--- config.mk ---
export PLATFORM = sky130hd
export DESIGN_NAME = local_injection_ni
export DESIGN_NICKNAME = d
export VERILOG_FILES = /design/src/rtl/local_injection_ni.sv
export SDC_FILE = /design/constraint.sdc
export NUM_CORES = 1
export LEC_CHECK = 0
export CORE_MARGIN = 8
export CORE_UTILIZATION = 40
export DETAILED_ROUTE_END_ITERATION = 10
export PLACE_DENSITY = 0.66
export REMOVE_ABC_BUFFERS = 1
export SLEW_MARGIN = 10
export SYNTH_ARGS = -nofsm -noshare
export SYNTH_HDL_FRONTEND = slang
export SYNTH_SLANG_ARGS = --single-unit
--- constraint.sdc ---
create_clock -name clk -period 7.9 [get_ports clk]
set_input_delay 1.185 -clock clk [delete_from_list [all_inputs] [get_ports clk]]
set_output_delay 1.185 -clock clk [all_outputs]
set_load 0.01 [all_outputs]
--- src/rtl/local_injection_ni.sv ---
// Injection NI for the router LOCAL port: queues core messages and serialises each one
// into a HEAD/BODY1/BODY2/TAIL packet under credit-based flow control.
module local_injection_ni #(
  parameter int          CREDITS        = 4,
  parameter int          MSG_FIFO_DEPTH = 2,
  parameter logic [7:0]  SRC_X          = 8'd0,
  parameter logic [7:0]  SRC_Y          = 8'd0
) (
  input  logic                             clk,
  input  logic                             rst,
  input  logic                             msg_valid,
  output logic                             msg_ready,
  input  logic [7:0]                       msg_dest_x,
  input  logic [7:0]                       msg_dest_y,
  input  logic [31:0]                      msg_data,
  output logic [18:0]                      flit_out,
  input  logic                             credit_in,
  output logic [$clog2(CREDITS+1)-1:0]     credit_cnt,
  output logic                             busy,
  output logic                             pkt_sent,
  output logic                             credit_err
);

  localparam int CW = $clog2(CREDITS + 1);
  localparam int PW = (MSG_FIFO_DEPTH > 1) ? $clog2(MSG_FIFO_DEPTH) : 1;
  localparam logic [CW-1:0] CREDITS_W = CW'(CREDITS);
  localparam logic [PW:0]   DEPTH_W   = (PW + 1)'(MSG_FIFO_DEPTH);

  localparam logic [1:0] TYPE_HEAD = 2'd0;
  localparam logic [1:0] TYPE_TAIL = 2'd1;
  localparam logic [1:0] TYPE_BODY = 2'd2;

  typedef enum logic [2:0] {S_IDLE, S_HEAD, S_BODY1, S_BODY2, S_TAIL} state_t;

  state_t            state_q, state_d;
  logic [47:0]       mem_q [MSG_FIFO_DEPTH];
  logic [47:0]       mem_d [MSG_FIFO_DEPTH];
  logic [PW-1:0]     wr_ptr_q, wr_ptr_d, rd_ptr_q, rd_ptr_d;
  logic [PW:0]       count_q, count_d;
  logic [CW-1:0]     credit_cnt_q, credit_cnt_d;
  logic [18:0]       flit_q, flit_d;
  logic              pkt_sent_q, pkt_sent_d;
  logic              credit_err_q, credit_err_d;

  logic              push, pop, emit;
  logic [47:0]       head_msg;
  logic [18:0]       cur_flit;

  always_comb begin
    push     = msg_valid && (count_q != DEPTH_W);
    emit     = (state_q != S_IDLE) && (credit_cnt_q != '0);
    pop      = emit && (state_q == S_TAIL);
    head_msg = mem_q[rd_ptr_q];

    mem_d    = mem_q;
    wr_ptr_d = wr_ptr_q;
    rd_ptr_d = rd_ptr_q;
    count_d  = count_q;
    if (push) begin
      mem_d[wr_ptr_q] = {msg_dest_x, msg_dest_y, msg_data};
      wr_ptr_d        = wr_ptr_q + 1'b1;
    end
    if (pop) begin
      rd_ptr_d = rd_ptr_q + 1'b1;
    end
    if (push && !pop) begin
      count_d = count_q + 1'b1;
    end else if (!push && pop) begin
      count_d = count_q - 1'b1;
    end

    // State names the next flit to emit; emitting states advance only when a flit goes out.
    state_d  = state_q;
    cur_flit = '0;
    case (state_q)
      S_IDLE:  if (count_q != '0) state_d = S_HEAD;
      S_HEAD: begin
        cur_flit = {1'b1, TYPE_HEAD, head_msg[47:32]};
        if (emit) state_d = S_BODY1;
      end
      S_BODY1: begin
        cur_flit = {1'b1, TYPE_BODY, head_msg[31:16]};
        if (emit) state_d = S_BODY2;
      end
      S_BODY2: begin
        cur_flit = {1'b1, TYPE_BODY, head_msg[15:0]};
        if (emit) state_d = S_TAIL;
      end
      S_TAIL: begin
        cur_flit = {1'b1, TYPE_TAIL, SRC_X, SRC_Y};
        if (emit) state_d = (count_d != '0) ? S_HEAD : S_IDLE;
      end
      default: state_d = S_IDLE;
    endcase

    // A returned credit that would overflow the counter is dropped and flagged.
    credit_cnt_d = credit_cnt_q;
    credit_err_d = credit_err_q;
    if (emit && !credit_in) begin
      credit_cnt_d = credit_cnt_q - 1'b1;
    end else if (!emit && credit_in) begin
      if (credit_cnt_q == CREDITS_W) credit_err_d = 1'b1;
      else                           credit_cnt_d = credit_cnt_q + 1'b1;
    end

    flit_d     = emit ? cur_flit : '0;
    pkt_sent_d = pop;
  end

  always_ff @(posedge clk) begin
    mem_q <= mem_d;
  end

  always_ff @(posedge clk) begin
    if (rst) begin
      state_q      <= S_IDLE;
      wr_ptr_q     <= '0;
      rd_ptr_q     <= '0;
      count_q      <= '0;
      credit_cnt_q <= CREDITS_W;
      flit_q       <= '0;
      pkt_sent_q   <= 1'b0;
      credit_err_q <= 1'b0;
    end else begin
      state_q      <= state_d;
      wr_ptr_q     <= wr_ptr_d;
      rd_ptr_q     <= rd_ptr_d;
      count_q      <= count_d;
      credit_cnt_q <= credit_cnt_d;
      flit_q       <= flit_d;
      pkt_sent_q   <= pkt_sent_d;
      credit_err_q <= credit_err_d;
    end
  end

  assign msg_ready  = (count_q != DEPTH_W);
  assign busy       = (state_q != S_IDLE) || (count_q != '0);
  assign flit_out   = flit_q;
  assign credit_cnt = credit_cnt_q;
  assign pkt_sent   = pkt_sent_q;
  assign credit_err = credit_err_q;

endmodule

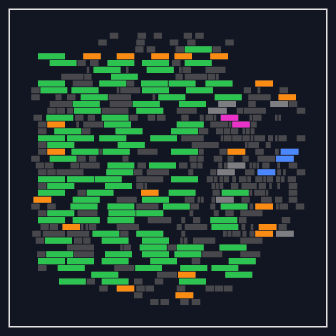
(images/ff_map.png)
Other sequential cells in the stronger grey, the rest of the logic in the fainter grey.
mem_q: drawn in green, flops 96. credit_cnt: drawn in blue, flops 3. flit_out: drawn in orange, flops 19, where spread over the die. count_q: drawn in magenta, flops 2.
Another 7 sequential cells are not coloured.

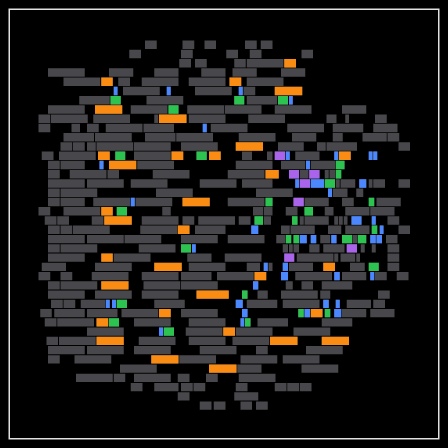
(images/gates.png)
xor and xnor cells: drawn in purple, cells 7. nor cells: drawn in blue, cells 42. aoi and oai cells: drawn in green, cells 29. mux cells: drawn in orange, cells 32.

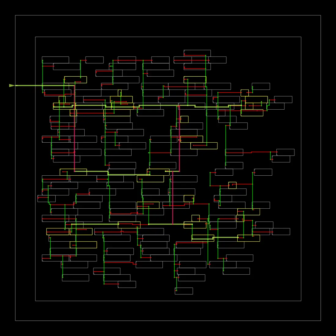
(images/clock_nets.png)
Layout Skew: 0.00580 ns
worst-skew pair later-pin latency: 0.41 ns
Clock Power: 860 uW

==> flow_summary_export.csv <==
group,metric,value,unit
run_status,status,"complete, no violations",
layout,logic_area,1190,sq um
cts,cts_hold_repair.buffers,0,
logic_synthesis,netlist.area_leader.share,0.597,
layout,flop_share_of_the_area,0.548,
drt,via_count,2662,
cts,cts-buffers-inserted,17,
timing,holdWs,0.499,ns
layout,logic_gate_count,136,
layout,finalNonFillerCells,533,
logic_synthesis,synth.yosys.chip_area,4830,sq um
logic_synthesis,synthesis.instances,286,
power_and_ir_drop,power.switching,582,uW
min_path,worstHoldPathCells,2,
cts,clock_sink_count,127,
setup_path,cp.arrival,1.90,ns
timing,setup_violations,0,
timing,slew_violations,0,
layout,antenna_cells_inserted,0,
logic_synthesis,yosys.area_share.adder,0.0145,
global_routing,first_pass_grt_wire_length,15200,microns
drt,drt_first_pass_iters,4,
global_routing,grt_start_max_net_pins,49,
setup_path,path_cells,"nor3_1 -> nand2_1 -> clkdlybuf4s50_1",
layout,layout.buffer.nonclock.area_share,0.127,
job,timing.max_cap.violations,0,
layout,n_all_inverters,10,
drt,drt_iter0_drc,144,
global_routing,globalRouteMet1Util,0.141,
timing,tightestPinTransition,0.676,ns
timing,post-route-worst-setup-slack,4.82,ns
job,openroad.warnings,27,
setup_path,crit-reg2reg-launch,"state_q[1]",
power_and_ir_drop,clock_share_of_power,0.396,
layout,fin_area,6390,sq um
die,die_h,126,microns
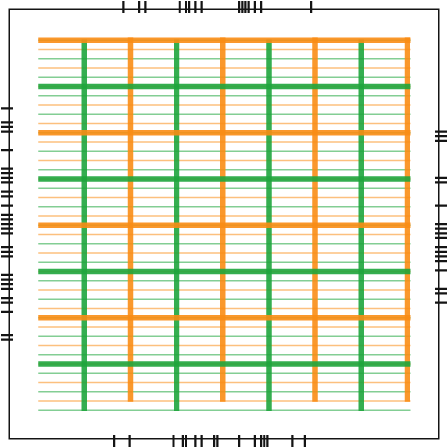
(images/floorplan.png)
Pins as bars on the die edge.
VDD: drawn in orange. VSS: drawn in green.
41 met1 rails follow the rows. The core has 40 rows.

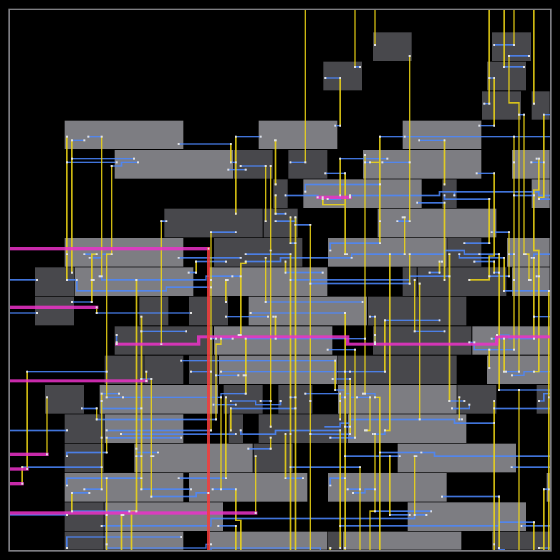
(images/closeup.png)
Region (6, 69) to (56, 119) microns. Cells in grey, sequential cells in the stronger grey; small squares are vias.
M3: drawn in magenta. M1: drawn in blue. M2: drawn in yellow. M4: drawn in red.
Sequential cells in the window: 30. Netlist names of flops here include mem_q (26), flit_out (4). Most frequent: edfxtp_1 (26), clkdlybuf4s50_1 (17). 69 logic cells have their middle in the window.

==> worst max path at each step <==
stage | from | cells past startpoint | slack (ns) | endpoint
2_1_floorplan | msg_valid | 2 | 4.13 | mem_q[48]
3_3_place_gp | msg_valid | 3 | 4.43 | mem_q[26]
3_5_place_dp | msg_valid | 3 | 4.40 | mem_q[13]
4_1_cts | state_q[1] | 3 | 4.81 | busy
5_1_grt | state_q[1] | 3 | 4.68 | busy
6_report | state_q[1] | 3 | 4.82 | busy
==> worst max-delay path, delay by kind of cell (launching register included) <==
kind | cells | cell delay, ns
flip-flops | 1 | 0.65
buffers and inverters | 1 | 0.54
AND/OR/NAND/NOR | 2 | 0.29
No activity file was given, so power comes from the tool's default toggle rates.
